--- src/rtl/uart_inst_loader.sv ---
// UART program loader: receives A5 / len16 / little-endian words and writes them into
// instruction RAM from address 0, holding the CPU in reset until the image is complete.
module uart_inst_loader #(
    parameter int unsigned CLK_HZ      = 50000000,
    parameter int unsigned BAUD        = 115200,
    parameter int unsigned ADDR_W      = 12,
    parameter int unsigned DEPTH       = 4096,
    parameter int unsigned TIMEOUT_CYC = 5000000
) (
    input  logic              clk,
    input  logic              rst,
    input  logic              uart_rx,
    output logic              ram_we,
    output logic [ADDR_W-1:0] ram_addr,
    output logic [31:0]       ram_wdata,
    output logic              cpu_hold,
    output logic              busy,
    output logic              done,
    output logic              err,
    output logic [ADDR_W:0]   words_loaded
);
    localparam int unsigned DIV   = CLK_HZ / BAUD;
    localparam int unsigned CNT_W = $clog2(DIV + 1);
    localparam int unsigned TMR_W = $clog2(TIMEOUT_CYC + 1);
    localparam logic [CNT_W-1:0] DIV_LAST  = CNT_W'(DIV - 1);
    localparam logic [CNT_W-1:0] HALF_LAST = CNT_W'(DIV / 2 - 1);
    localparam logic [TMR_W-1:0] TMR_LAST  = TMR_W'(TIMEOUT_CYC - 1);

    typedef enum logic [1:0] {RxIdle, RxStart, RxData, RxStop} rx_state_e;
    typedef enum logic [2:0] {StIdle, StLen0, StLen1, StData, StDone, StErr} state_e;

    rx_state_e        rx_state_q, rx_state_d;
    logic             rx_s1_q, rx_s2_q, rx_s3_q;
    logic [CNT_W-1:0] rx_cnt_q, rx_cnt_d;
    logic [2:0]       rx_bit_q, rx_bit_d;
    logic [7:0]       rx_shift_q, rx_shift_d;
    logic             byte_stb, frame_err;

    state_e            state_q, state_d;
    logic [15:0]       len_q, len_d;
    logic [23:0]       word_q, word_d;
    logic [1:0]        byte_cnt_q, byte_cnt_d;
    logic [ADDR_W:0]   words_q, words_d;
    logic [ADDR_W-1:0] addr_q, addr_d;
    logic [31:0]       wdata_q, wdata_d;
    logic              we_q, we_d;
    logic [TMR_W-1:0]  tmr_q, tmr_d;
    logic              busy_st;

    always_comb begin
        rx_state_d = rx_state_q;
        rx_cnt_d   = rx_cnt_q + 1'b1;
        rx_bit_d   = rx_bit_q;
        rx_shift_d = rx_shift_q;
        byte_stb   = 1'b0;
        frame_err  = 1'b0;
        case (rx_state_q)
            RxIdle: begin
                rx_cnt_d = '0;
                if (rx_s3_q && !rx_s2_q) rx_state_d = RxStart;
            end
            RxStart: if (rx_cnt_q == HALF_LAST) begin
                rx_cnt_d   = '0;
                rx_bit_d   = '0;
                // Line back high at mid start bit: treat as a glitch.
                rx_state_d = rx_s2_q ? RxIdle : RxData;
            end
            RxData: if (rx_cnt_q == DIV_LAST) begin
                rx_cnt_d   = '0;
                rx_shift_d = {rx_s2_q, rx_shift_q[7:1]};
                rx_bit_d   = rx_bit_q + 1'b1;
                if (rx_bit_q == 3'd7) rx_state_d = RxStop;
            end
            RxStop: if (rx_cnt_q == DIV_LAST) begin
                rx_cnt_d   = '0;
                rx_state_d = RxIdle;
                byte_stb   = rx_s2_q;
                frame_err  = !rx_s2_q;
            end
            default: rx_state_d = RxIdle;
        endcase
    end

    assign busy_st = (state_q == StLen0) || (state_q == StLen1) || (state_q == StData);

    always_comb begin
        state_d    = state_q;
        len_d      = len_q;
        word_d     = word_q;
        byte_cnt_d = byte_cnt_q;
        words_d    = words_q;
        addr_d     = addr_q;
        wdata_d    = wdata_q;
        we_d       = 1'b0;
        case (state_q)
            StIdle, StDone, StErr: if (byte_stb && rx_shift_q == 8'hA5) begin
                state_d = StLen0;
                words_d = '0;
                addr_d  = '0;
            end
            StLen0: if (byte_stb) begin
                len_d[7:0] = rx_shift_q;
                state_d    = StLen1;
            end
            StLen1: if (byte_stb) begin
                len_d[15:8] = rx_shift_q;
                byte_cnt_d  = '0;
                if ({rx_shift_q, len_q[7:0]} == 16'd0)          state_d = StDone;
                else if ({rx_shift_q, len_q[7:0]} > 16'(DEPTH)) state_d = StErr;
                else                                            state_d = StData;
            end
            StData: begin
                if (byte_stb) begin
                    byte_cnt_d = byte_cnt_q + 1'b1;
                    if (byte_cnt_q == 2'd3) begin
                        we_d    = 1'b1;
                        wdata_d = {rx_shift_q, word_q};
                        addr_d  = words_q[ADDR_W-1:0];
                        words_d = words_q + 1'b1;
                    end else begin
                        word_d = {rx_shift_q, word_q[23:8]};
                    end
                end
                // Finish one cycle after the last write so it lands before CPU release.
                if (we_q && 32'(words_q) == 32'(len_q)) state_d = StDone;
            end
            default: state_d = StIdle;
        endcase
        if (busy_st && (frame_err || tmr_q == TMR_LAST)) state_d = StErr;
        tmr_d = (byte_stb || !busy_st || state_d != state_q) ? '0 : tmr_q + 1'b1;
    end

    always_ff @(posedge clk or posedge rst) begin
        if (rst) begin
            rx_s1_q    <= 1'b1;
            rx_s2_q    <= 1'b1;
            rx_s3_q    <= 1'b1;
            rx_state_q <= RxIdle;
            rx_cnt_q   <= '0;
            rx_bit_q   <= '0;
            rx_shift_q <= '0;
            state_q    <= StIdle;
            len_q      <= '0;
            word_q     <= '0;
            byte_cnt_q <= '0;
            words_q    <= '0;
            addr_q     <= '0;
            wdata_q    <= '0;
            we_q       <= 1'b0;
            tmr_q      <= '0;
        end else begin
            rx_s1_q    <= uart_rx;
            rx_s2_q    <= rx_s1_q;
            rx_s3_q    <= rx_s2_q;
            rx_state_q <= rx_state_d;
            rx_cnt_q   <= rx_cnt_d;
            rx_bit_q   <= rx_bit_d;
            rx_shift_q <= rx_shift_d;
            state_q    <= state_d;
            len_q      <= len_d;
            word_q     <= word_d;
            byte_cnt_q <= byte_cnt_d;
            words_q    <= words_d;
            addr_q     <= addr_d;
            wdata_q    <= wdata_d;
            we_q       <= we_d;
            tmr_q      <= tmr_d;
        end
    end

    assign ram_we       = we_q;
    assign ram_addr     = addr_q;
    assign ram_wdata    = wdata_q;
    assign words_loaded = words_q;
    assign busy         = busy_st;
    assign done         = (state_q == StDone);
    assign err          = (state_q == StErr);
    assign cpu_hold     = (state_q != StDone);
endmodule

--- config.mk ---
export PLATFORM = sky130hd
export DESIGN_NAME = uart_inst_loader
export DESIGN_NICKNAME = d
export VERILOG_FILES = /design/src/rtl/uart_inst_loader.sv
export SDC_FILE = /design/constraint.sdc
export NUM_CORES = 1
export LEC_CHECK = 0
export CAP_MARGIN = 25
export CELL_PAD_IN_SITES_DETAIL_PLACEMENT = 0
export CELL_PAD_IN_SITES_GLOBAL_PLACEMENT = 1
export CORE_AREA = 3 3 163 102
export DETAILED_ROUTE_END_ITERATION = 8
export DIE_AREA = 0 0 166 105
export PLACE_DENSITY_LB_ADDON = 0.1
export SLEW_MARGIN = 0
export SYNTH_ARGS = -nofsm -noshare
export SYNTH_HDL_FRONTEND = slang
export SYNTH_SLANG_ARGS = --single-unit
export TNS_END_PERCENT = 20
--- constraint.sdc ---
create_clock -name clk -period 6.9 [get_ports clk]
set_input_delay 2.07 -clock clk [delete_from_list [all_inputs] [get_ports clk]]
set_output_delay 2.07 -clock clk [all_outputs]
set_load 0.02 [all_outputs]
==> flow_summary.toml <==
# yosys + openroad results
[critical_path]
crit_start = "state_q[1]"
slowest_stage = "clkdlybuf4s50_1"
critical_path_arrival_ps = 1870
crit_family = "buffers and inverters"
reg2regPathDepth = 5

[power_and_ir_drop]
clock_power_mw = 0.993
power.total_mw = 1.91
swShare_pct = 21.3
leakage_nw = 3.81

[layout]
layout-drive-gt1-share_pct = 12.3
antenna_cells = 0
fin_util_pct = 54.5
comb_area_share_pct = 34.5
largest_reg_flops = 32
seq_area_um2 = 3780

[clock_tree]
cts_buffers = 17
postCtsHoldBufs = 0
path_clk_slew_ps = 70
ctsResizeCount = 0

[synthesis]
edf_count = 0
synthCells = 659
ys_top_logic_family = "simple AND/OR/NAND/NOR gates"
ys_warn_count = 0

[floorplan]
tapCellCount = 203
dieArea_um2 = 17400

[status]
status = "finished, final reports clean"

[final_timing]
finalMaxSlewViolations = 0
fin_skew_ps = 11.1

[routing]
wl_met2_um = 6510
drt_iter0_drc = 388
wirelength_um = 16100
drc = 0

[job]
log.warning_count = 29

[grt]
grt.total_usage_pct = 19.2

[min_path]
min_from = "rx_s1_q"
worst_hold_path.endpoint = "rx_s2_q"
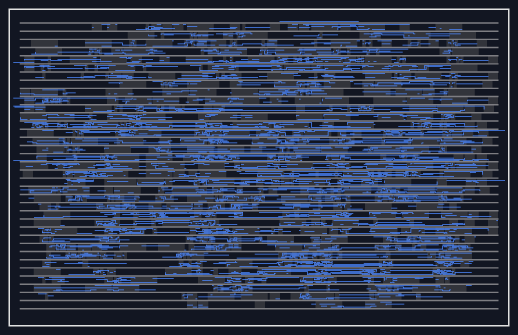
*Met1 routing*
Scale: 3 px per µm. Supply wires on this layer in gray. Cells faint in the background.
longest straight run	47.8 µm
share of all routed wire	55%

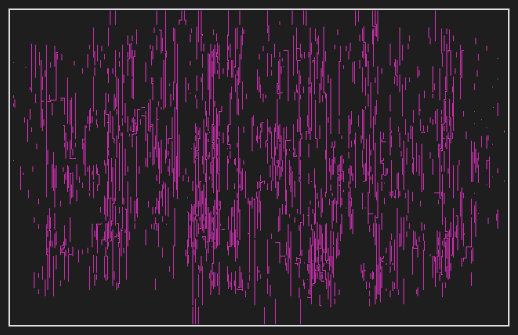
*Metal 2*
Scale: 3 px per µm.
wire length on this layer	6,510 µm
share of all routed wire	40%
nets with wire on the layer	602
main direction	vertical
longest straight run	51.7 µm

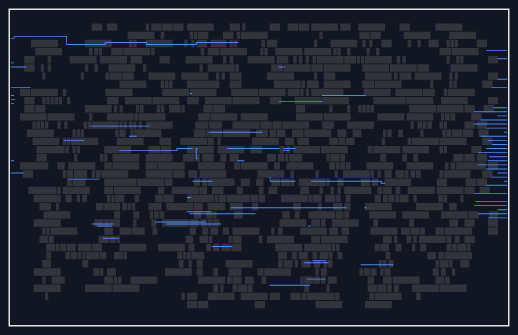
*Met3 routing*
Scale: 3 px per µm. Cells faint in the background.
nets with wire on the layer	61
main direction	horizontal
longest straight run	38.2 µm
wire length on this layer	641 µm
share of all routed wire	4.0%

